==> src/rtl/k12a_sevenseg_capture.sv <==
// Recovers hex nibbles from a multiplexed seven-segment bus and emits whole frames on valid/ready.
// Optional: define K12A_SEVENSEG_CAPTURE_BLANK_EN to accept all-off as a blank digit and add the blank output.
module k12a_sevenseg_capture #(
    parameter int NUM_DIGITS    = 4,
    parameter int STABLE_CYCLES = 4
) (
    input  logic                    clock,
    input  logic                    reset_n,
    input  logic [6:0]              seg_in,
    input  logic [NUM_DIGITS-1:0]   digit_sel,
    output logic [4*NUM_DIGITS-1:0] value,
    output logic [NUM_DIGITS-1:0]   invalid,
`ifdef K12A_SEVENSEG_CAPTURE_BLANK_EN
    output logic [NUM_DIGITS-1:0]   blank,
`endif
    output logic                    out_valid,
    input  logic                    out_ready,
    output logic                    overrun
);

    typedef logic [7:0] cnt_t;
    localparam cnt_t STABLE = cnt_t'(STABLE_CYCLES);

    typedef struct packed {
        logic [3:0] nib;
        logic       inv;
`ifdef K12A_SEVENSEG_CAPTURE_BLANK_EN
        logic       blk;
`endif
    } dec_t;

    function automatic dec_t decode(input logic [6:0] pat);
        dec_t d;
        d     = '0;
        d.inv = 1'b0;
        case (pat)
            7'h7E: d.nib = 4'h0;
            7'h30: d.nib = 4'h1;
            7'h6D: d.nib = 4'h2;
            7'h79: d.nib = 4'h3;
            7'h33: d.nib = 4'h4;
            7'h5B: d.nib = 4'h5;
            7'h5F: d.nib = 4'h6;
            7'h70: d.nib = 4'h7;
            7'h7F: d.nib = 4'h8;
            7'h7B: d.nib = 4'h9;
            7'h77: d.nib = 4'hA;
            7'h1F: d.nib = 4'hB;
            7'h4E: d.nib = 4'hC;
            7'h3D: d.nib = 4'hD;
            7'h4F: d.nib = 4'hE;
            7'h47: d.nib = 4'hF;
`ifdef K12A_SEVENSEG_CAPTURE_BLANK_EN
            7'h00: d.blk = 1'b1;
`endif
            default: d.inv = 1'b1;
        endcase
        return d;
    endfunction

    logic [6:0]              seg_s, seg_p;
    logic [NUM_DIGITS-1:0]   sel_s, sel_p;
    cnt_t                    cnt, cnt_next;
    logic [NUM_DIGITS-1:0]   mask, mask_next;
    logic [4*NUM_DIGITS-1:0] shadow_nib;
    logic [NUM_DIGITS-1:0]   shadow_inv;
`ifdef K12A_SEVENSEG_CAPTURE_BLANK_EN
    logic [NUM_DIGITS-1:0]   shadow_blk;
`endif
    logic                    one_hot, accept, frame_full, commit, drop;
    dec_t                    dec;

    // NOTE: every signal gets its default first so no path through this block can infer a latch.
    always_comb begin
        one_hot  = (sel_s != '0) && ((sel_s & (sel_s - NUM_DIGITS'(1))) == '0);
        cnt_next = cnt;
        if (!one_hot)
            cnt_next = '0;
        else if ({seg_s, sel_s} != {seg_p, sel_p})
            cnt_next = cnt_t'(1);
        else if (cnt < STABLE)
            cnt_next = cnt + cnt_t'(1);
        // Only the transition into saturation accepts, so a long dwell captures once.
        accept     = one_hot && (cnt_next == STABLE) && (cnt != STABLE);
        frame_full = &mask;
        commit     = frame_full && (!out_valid || out_ready);
        drop       = frame_full && out_valid && !out_ready;
        mask_next  = (frame_full ? '0 : mask) | (accept ? sel_s : '0);
        dec        = decode(seg_s);
    end

    // NOTE: non-blocking assignments throughout so every register sees pre-edge values.
    always_ff @(posedge clock) begin
        if (!reset_n) begin
            seg_s     <= '0;
            sel_s     <= '0;
            seg_p     <= '0;
            sel_p     <= '0;
            cnt       <= '0;
            mask      <= '0;
            value     <= '0;
            invalid   <= '0;
`ifdef K12A_SEVENSEG_CAPTURE_BLANK_EN
            blank     <= '0;
`endif
            out_valid <= 1'b0;
            overrun   <= 1'b0;
        end else begin
            seg_s <= seg_in;
            sel_s <= digit_sel;
            seg_p <= seg_s;
            sel_p <= sel_s;
            cnt   <= cnt_next;
            mask  <= mask_next;
            if (commit) begin
                value     <= shadow_nib;
                invalid   <= shadow_inv;
`ifdef K12A_SEVENSEG_CAPTURE_BLANK_EN
                blank     <= shadow_blk;
`endif
                out_valid <= 1'b1;
            end else if (out_valid && out_ready) begin
                out_valid <= 1'b0;
            end
            if (drop)
                overrun <= 1'b1;
        end
    end

    // NOTE: shadow storage has no reset; a commit needs a full mask, so only freshly written digits reach value.
    always_ff @(posedge clock) begin
        for (int i = 0; i < NUM_DIGITS; i++) begin
            if (accept && sel_s[i]) begin
                shadow_nib[4*i +: 4] <= dec.nib;
                shadow_inv[i]        <= dec.inv;
`ifdef K12A_SEVENSEG_CAPTURE_BLANK_EN
                shadow_blk[i]        <= dec.blk;
`endif
            end
        end
    end

endmodule

==> config.mk <==
export PLATFORM = sky130hd
export DESIGN_NAME = k12a_sevenseg_capture
export DESIGN_NICKNAME = d
export VERILOG_FILES = /design/src/rtl/k12a_sevenseg_capture.sv
export SDC_FILE = /design/constraint.sdc
export NUM_CORES = 1
export LEC_CHECK = 0
export ABC_AREA = 0
export CORE_ASPECT_RATIO = 1.1
export CORE_MARGIN = 4
export CORE_UTILIZATION = 40
export DETAILED_ROUTE_END_ITERATION = 8
export PLACE_DENSITY = 0.65
export SLEW_MARGIN = 20
export SYNTH_ARGS = -nofsm -noshare
export SYNTH_HDL_FRONTEND = slang
export SYNTH_SLANG_ARGS = --single-unit
==> constraint.sdc <==
create_clock -name clock -period 2.9 [get_ports clock]
set_input_delay 0.58 -clock clock [delete_from_list [all_inputs] [get_ports clock]]
set_output_delay 0.58 -clock clock [all_outputs]
set_load 0.01 [all_outputs]
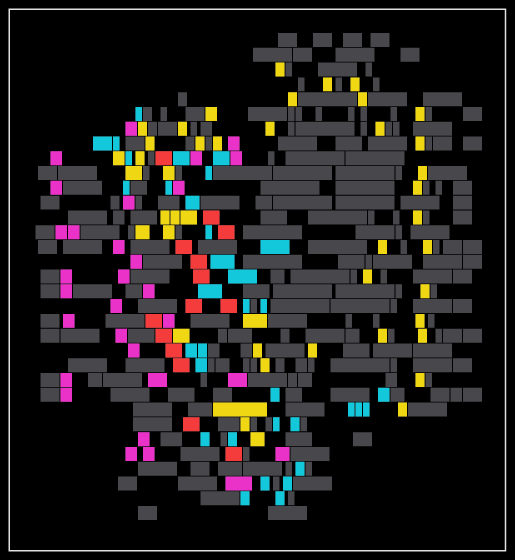
**Above:** run 1 (selected gate families).
Key: cyan = nor cells [cells 34, most used nor2_1]; magenta = and/or cells [cells 30, most used and2_1]; red = xor and xnor cells [cells 14, most used xor2_1]; yellow = aoi and oai cells [cells 44, most used a21oi_1]

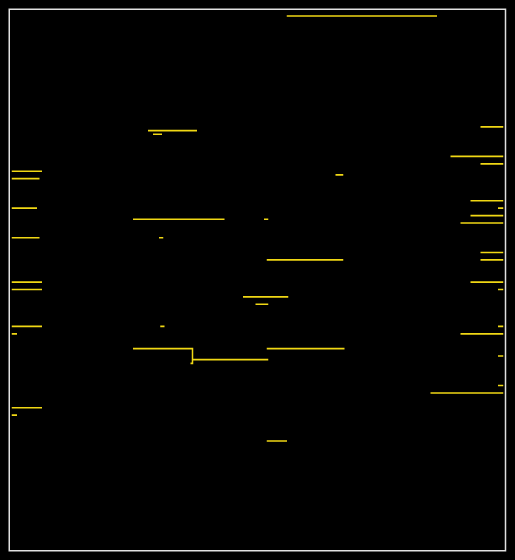
**Above:** run 1 (metal 3).
The wires run mostly horizontal. 31 nets have wire on it. The layer carries 241 um of wire. The longest straight run is 27.4 um. The layer holds 4.4% of the routed length.
WL final: 5.42 mm
DR vias: 2145
grt met3 use: 3.78%

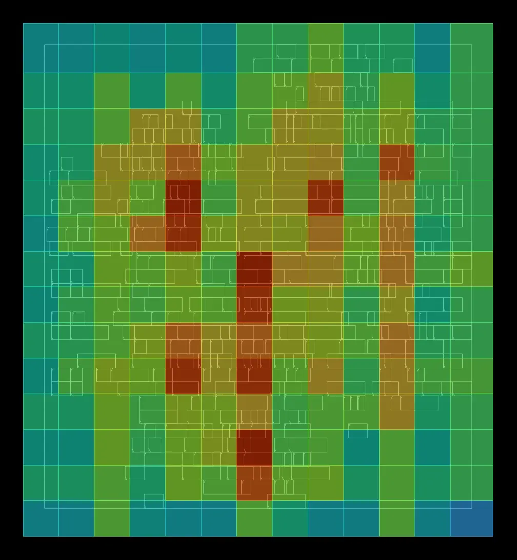
**Above:** run 1 (congestion heat map).
met2 Use GR: 21.0%
fin util: 49.4%
met1 Use GR: 14.7%
GR peak layer: met2

==> results.txt, run 1 <==
yosys + openroad results -> post-route ant nets 0, synth-to-layout area growth 20.9%, Ports 36, Largest area class, layout flip-flops and latches, Hold EP cnt[3], RSZ-0062 raised after global routing no, area share, top type 36.9%, root buffer cell clkbuf_8, Seq group 1.13 mW, All-Layer GR Usage 12.6%, Dominant flop cell dfxtp_1, Via density 4.98, WP buf/inv 1, mapped cell area 3040 um^2, clock tree sinks 76, Clk. pwr 0.820 mW, Yosys Chip Area 3040 um^2, status complete, no violations, fin area 3670 um^2, dominant logic cell type in the layout dfxtp_1, Crit Path Class flop to flop, Reg area 1720 um^2, Tool Warnings 27, fillers 700, drc violations 0, crit path cell chain inv_1, ha_1, or4b_4, a2111oi_4, nand4_2, nor4b_2, width of the die 91.1 um, Top delay family on crit path simple AND/OR/NAND/NOR gates
**Run 1: the metal 2 layer**

Bar = 20 um.
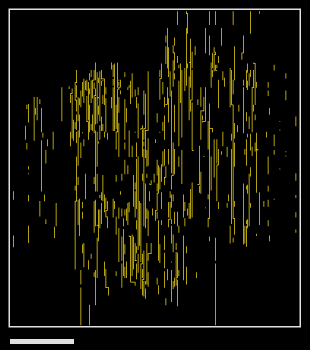

## Run 2: what changed since run 1
CORE_MARGIN = 5   (was 4)
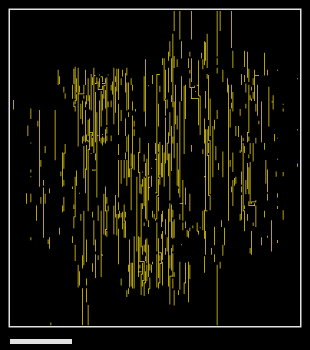
**Above:** run 2 (the metal 2 layer).
Bar = 20 um.
The layer carries 2730 um of wire. 287 nets have wire on it. The longest straight run is 43.5 um. The wires run mostly vertical. The layer holds 48% of the routed length.

==> run 2 against run 1 <==
Effect of this change: synthesized area stayed put; critical path depth stayed put; clock skew is 0.0035 ns lower; total power is 3.1% higher; flip-flop count stayed put; clock-buffer cell count stayed put; routed wire length is 4.6% higher; fmax is 0.68% lower.
==> results.txt, run 2 <==
yosys + openroad results -> Hold EP cnt[5], width of the die 93.1 um, DR vias 2187, status complete, no violations, met2 Use GR 21.7%, WL final 5.68 mm, Via density 5.06, area share, top type 36.9%, Yosys Chip Area 3040 um^2, post-route ant nets 0, crit path cell chain inv_1, ha_1, or4b_4, a2111oi_4, nand4_2, nor4b_2, dominant logic cell type in the layout dfxtp_1, WP buf/inv 1, Dominant flop cell dfxtp_1, fin area 3690 um^2, drc violations 0, clock tree sinks 76, root buffer cell clkbuf_8, GR peak layer met2, Reg area 1720 um^2, Ports 36
## Run 3: what changed since run 2
CAP_MARGIN = 20   (was default)
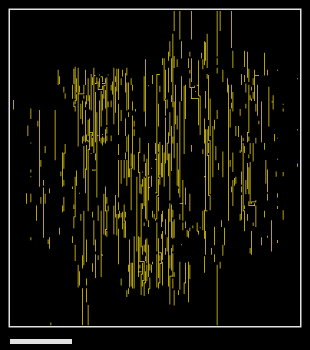
**Above:** run 3 (the metal 2 layer).
Bar = 20 um.
The layer holds 48% of the routed length. The longest straight run is 43.5 um. The layer carries 2730 um of wire. 287 nets have wire on it. The wires run mostly vertical.
met2 Use GR: 21.7%
WL final: 5.68 mm

==> run 3 against run 2 <==
Effect of this change: clock skew stayed put; synthesized cell count stayed put; die size stayed put; critical endpoint unchanged; largest cell class unchanged.
==> results.txt, run 3 <==
yosys + openroad results -> crit path cell chain inv_1, ha_1, or4b_4, a2111oi_4, nand4_2, nor4b_2, post-route ant nets 0, GR peak layer met2, Hold EP cnt[5], fillers 710, synth-to-layout area growth 21.7%, Via density 5.06, fin area 3690 um^2, Reg area 1720 um^2, root buffer cell clkbuf_8, RSZ-0062 raised after global routing no, fin util 49.7%, Seq group 1.12 mW, mapped cell area 3040 um^2, area share, top type 36.9%, WP buf/inv 1, Largest area class, layout flip-flops and latches, grt met3 use 3.05%, Tool Warnings 27, Yosys Chip Area 3040 um^2, width of the die 93.1 um, Dominant flop cell dfxtp_1, status complete, no violations, Crit Path Class flop to flop, Ports 36, Clk. pwr 0.882 mW, clock tree sinks 76
No activity file was given, so power comes from the tool's default toggle rates.
